==> images/detail.png <==
Region (190, 73) to (215, 98) µm. Cells in grey, sequential cells in the stronger grey; small squares are vias.
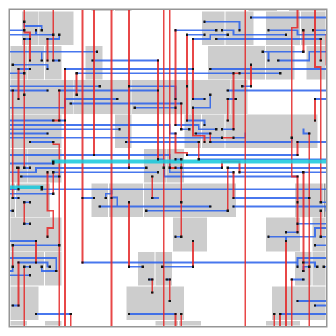
==> images/io_placement.png <==
Scale: 1 px per µm. Pins as bars across the die edge, other pins in grey.
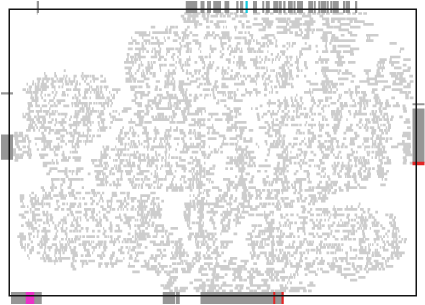
==> images/congestion.png <==
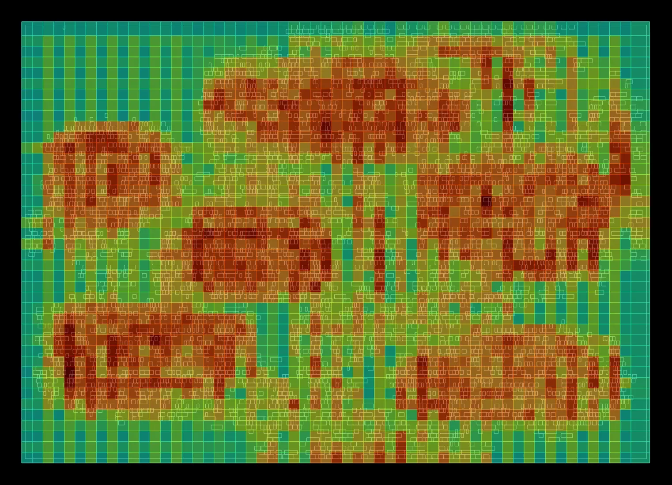
==> images/placement_by_type.png <==
Scale: 1 px per µm.
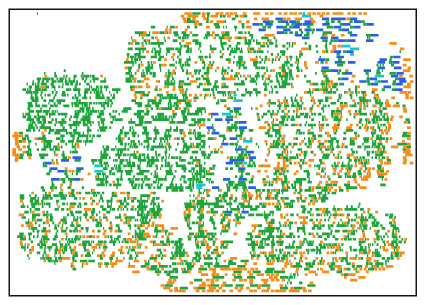
File: src/rtl/rs_error_values.sv
// rtl/rs_error_values.sv - Forney error-magnitude evaluator for DVB-T RS(204,188), one location per 9 cycles.
// Optional uncorrectable detection (zero divisor, location 8'hFF) under RS_FORNEY_FAIL_EN.
module rs_error_values (
    input  logic       Clk,
    input  logic       Reset,
    input  logic       Start,
    input  logic [3:0] NumErr,
    input  logic [7:0] Sigma1,
    input  logic [7:0] Sigma2,
    input  logic [7:0] Sigma3,
    input  logic [7:0] Sigma4,
    input  logic [7:0] Sigma5,
    input  logic [7:0] Sigma6,
    input  logic [7:0] Sigma7,
    input  logic [7:0] Sigma8,
    input  logic [7:0] Omega0,
    input  logic [7:0] Omega1,
    input  logic [7:0] Omega2,
    input  logic [7:0] Omega3,
    input  logic [7:0] Omega4,
    input  logic [7:0] Omega5,
    input  logic [7:0] Omega6,
    input  logic [7:0] Omega7,
    input  logic [7:0] Location1,
    input  logic [7:0] Location2,
    input  logic [7:0] Location3,
    input  logic [7:0] Location4,
    input  logic [7:0] Location5,
    input  logic [7:0] Location6,
    input  logic [7:0] Location7,
    input  logic [7:0] Location8,
    output logic [7:0] Value1,
    output logic [7:0] Value2,
    output logic [7:0] Value3,
    output logic [7:0] Value4,
    output logic [7:0] Value5,
    output logic [7:0] Value6,
    output logic [7:0] Value7,
    output logic [7:0] Value8,
    output logic       Busy,
    output logic       Valid,
    output logic       Fail
);

    typedef enum logic [1:0] {IDLE, ACC, DIV, DONE} state_t;

    state_t          state;
    logic [3:0][7:0] sig_odd;
    logic [7:0][7:0] omega;
    logic [7:0][7:0] loc;
    logic [7:0][7:0] val_q;
    logic [3:0]      k;
    logic [3:0]      nc;
    logic [3:0]      nc_in;
    logic [2:0]      t;
    logic [7:0]      num;
    logic [7:0]      den;
    logic [7:0]      alog_rom [256];
    logic [7:0]      log_rom [256];
    logic [7:0]      j_k;
    logic [7:0]      inv;
    logic [7:0]      omega_t;
    logic [7:0]      sigma_t;
    logic [7:0]      e_num;
    logic [7:0]      e_den;
    logic [7:0]      e_div;
    logic [7:0]      div_val;
    logic            unused_even_sigma;

    // Sigma'(x) over GF(2) keeps only the odd-degree terms.
    assign sig_odd = {Sigma7, Sigma5, Sigma3, Sigma1};
    assign unused_even_sigma = ^{Sigma2, Sigma4, Sigma6, Sigma8};
    assign omega = {Omega7, Omega6, Omega5, Omega4, Omega3, Omega2, Omega1, Omega0};
    assign loc = {Location8, Location7, Location6, Location5,
                  Location4, Location3, Location2, Location1};
    assign {Value8, Value7, Value6, Value5, Value4, Value3, Value2, Value1} = val_q;
    assign nc_in = (NumErr > 4'd8) ? 4'd8 : NumErr;

    function automatic logic [7:0] mod255(input logic [11:0] x);
        logic [8:0] s;
        s = {1'b0, x[7:0]} + {5'b0, x[11:8]};
        s = {1'b0, s[7:0]} + {8'b0, s[8]};
        return (s[7:0] == 8'hFF) ? 8'h00 : s[7:0];
    endfunction

    // Log/antilog ROMs for x^8+x^4+x^3+x^2+1, folded to constants.
    always_comb begin
        logic [7:0] x;
        x = 8'h01;
        for (int i = 0; i < 256; i++) log_rom[i] = 8'h00;
        for (int i = 0; i < 256; i++) begin
            alog_rom[i] = x;
            if (i < 255) log_rom[x] = 8'(i);
            x = {x[6:0], 1'b0} ^ (x[7] ? 8'h1D : 8'h00);
        end
    end

    always_comb begin
        j_k     = loc[k[2:0]];
        inv     = mod255(12'd255 - {4'h0, j_k});
        omega_t = omega[t];
        sigma_t = sig_odd[t[2:1]];
        e_num   = mod255({4'h0, log_rom[omega_t]} + {9'h0, t} * {4'h0, inv});
        e_den   = mod255({4'h0, sigma_t} + {9'h0, t[2:1], 1'b0} * {4'h0, inv});
        e_div   = mod255({4'h0, log_rom[num]} + (12'd255 - {4'h0, log_rom[den]}) + {4'h0, j_k});
        div_val = (num == 8'h00 || den == 8'h00) ? 8'h00 : alog_rom[e_div];
    end

`ifdef RS_FORNEY_FAIL_EN
    logic fail_q;
    logic loc_bad;

    always_comb begin
        loc_bad = 1'b0;
        for (int i = 0; i < 8; i++)
            if (4'(i) < nc_in && loc[i] == 8'hFF) loc_bad = 1'b1;
    end

    assign Fail = fail_q;
`else
    assign Fail = 1'b0;
`endif

    always_ff @(posedge Clk) begin
        if (!Reset) begin
            state <= IDLE;
            k     <= 4'd0;
            t     <= 3'd0;
            nc    <= 4'd0;
            num   <= 8'h00;
            den   <= 8'h00;
            val_q <= '0;
            Busy  <= 1'b0;
            Valid <= 1'b0;
`ifdef RS_FORNEY_FAIL_EN
            fail_q <= 1'b0;
`endif
        end else begin
            Valid <= 1'b0;
            case (state)
                IDLE: if (Start) begin
                    k     <= 4'd0;
                    t     <= 3'd0;
                    num   <= 8'h00;
                    den   <= 8'h00;
                    nc    <= nc_in;
                    val_q <= '0;
                    Busy  <= 1'b1;
                    state <= (nc_in == 4'd0) ? DONE : ACC;
`ifdef RS_FORNEY_FAIL_EN
                    fail_q <= loc_bad;
`endif
                end
                ACC: begin
                    if (omega_t != 8'h00) num <= num ^ alog_rom[e_num];
                    if (t[0] && sigma_t != 8'hFF) den <= den ^ alog_rom[e_den];
                    t <= t + 3'd1;
                    if (t == 3'd7) state <= DIV;
                end
                DIV: begin
                    val_q[k[2:0]] <= div_val;
`ifdef RS_FORNEY_FAIL_EN
                    if (num != 8'h00 && den == 8'h00) fail_q <= 1'b1;
`endif
                    k     <= k + 4'd1;
                    num   <= 8'h00;
                    den   <= 8'h00;
                    state <= (k + 4'd1 == nc) ? DONE : ACC;
                end
                default: begin
                    Valid <= 1'b1;
                    Busy  <= 1'b0;
                    state <= IDLE;
                end
            endcase
        end
    end

endmodule

File: config.mk
export PLATFORM = sky130hd
export DESIGN_NAME = rs_error_values
export DESIGN_NICKNAME = d
export VERILOG_FILES = /design/src/rtl/rs_error_values.sv
export SDC_FILE = /design/constraint.sdc
export NUM_CORES = 2
export LEC_CHECK = 0
export CAP_MARGIN = 20
export CORE_ASPECT_RATIO = 0.7
export CORE_MARGIN = 2
export CORE_UTILIZATION = 25
export DETAILED_ROUTE_END_ITERATION = 7
export PLACE_DENSITY = 0.4
export SYNTH_ARGS = -nofsm -noshare
export SYNTH_HDL_FRONTEND = slang
export SYNTH_SLANG_ARGS = --single-unit
File: constraint.sdc
create_clock -name Clk -period 12.9 [get_ports Clk]
set_clock_uncertainty 0.1 [all_clocks]
set_input_delay 2.58 -clock Clk [delete_from_list [all_inputs] [get_ports Clk]]
set_output_delay 2.58 -clock Clk [all_outputs]
set_load 0.1 [all_outputs]
==> job_summary.md <==
### Yosys + OpenROAD results

| Metric | Value |
|---|---|
| Status | finished clean |
| Layout area overhead | 35.1% |
| Mean Syn Cell Area | 6.38 µm² |
| Crit path DAT | 12.60 ns |
| Share of layout cells above drive strength 1 | 20.6% |
| Placed Cells | 6571 |
| CP Capture Point | num[5] |
| Cell accounting for the most synthesized area | a21oi_1 |
| Clock buffer depth | 2 |
| Mapped Nets | 4802 |
| Post-DP HPWL | 136 mm |
| Seq. cell area | 1920 µm² |
| Clock Buffer Count | 9 |
| Nonclk buf count | 1086 |
| CP most frequent cell | buf_4 |
| Buffering overhead | 24.1% |
| CTS Buf Count | 9 |
| Maximum clock frequency | 80.8 MHz |
| Core Util at FP | 25.1% |
| CP Launch Type | input port |
| Die ar. | 116000 µm² |
| Mapped cell area | 28200 µm² |
| Unique cell types | 110 |
| Slowest cell delay on critical path | 0.59 ns |
| Root Buffer | clkbuf_16 |
| Worst-case reg-to-reg path depth | 47 |
| Metal-1 WL | 80.7 mm |
| Number of global-route vias before repair | 37100 |
| Antenna violations before repair | 6 |
| Hold Vio Cnt, Final | 0 |
| Routed wl met3 | 24.9 mm |
| Slew @ Worst Pin | 1.36 ns |
| Hold WS | 0.355 ns |
| Crit-path slowest cell | fa_1 |
| Post-synth EDFFs | 0 |
| Flop-to-flop setup slack | 1.74 ns |
| DR top layer | met5 |
| Max H-tree Level | 3 |
| Commonest cells after routing, fill and taps aside | buf_4, nand2_1, a21oi_1 |
| First-pass GRT wire length | 257 mm |
Notes on detail.png above:
| layer | colour |
|---|---|
| metal 3 | cyan |
| metal 2 | red |
| metal 1 | blue |
sequential cells in the window: 0
cells with their middle in the window: 42
most frequent: inv_1 (9), ha_1 (7), buf_4 (7)

Notes on io_placement.png above:
| port | colour | pins | direction | edge |
|---|---|---|---|---|
| Sigma6 | magenta | 8 | input | south |
| NumErr | red | 4 | input | 2 east, 2 south |
| Reset | cyan | 1 | input | north |

Notes on congestion.png above:
layer with the highest usage: met1
wire per inst: 26.8 µm
GR Layer Usage met3: 10.2%
met1 usage: 44.3%

Notes on placement_by_type.png above:
| class | colour | cells | share of their area |
|---|---|---|---|
| other buffers and delay cells | orange | 1086 | 25% |
| clock drivers and dummy loads | cyan | 16 | 0.84% |
| combinational and other logic | green | 3872 | 68% |
| flops | blue | 95 | 5.3% |
post-route cell area: 38100 µm²
Seq area share: 5.05%
Final Core Density: 33.9%
# rows: 103

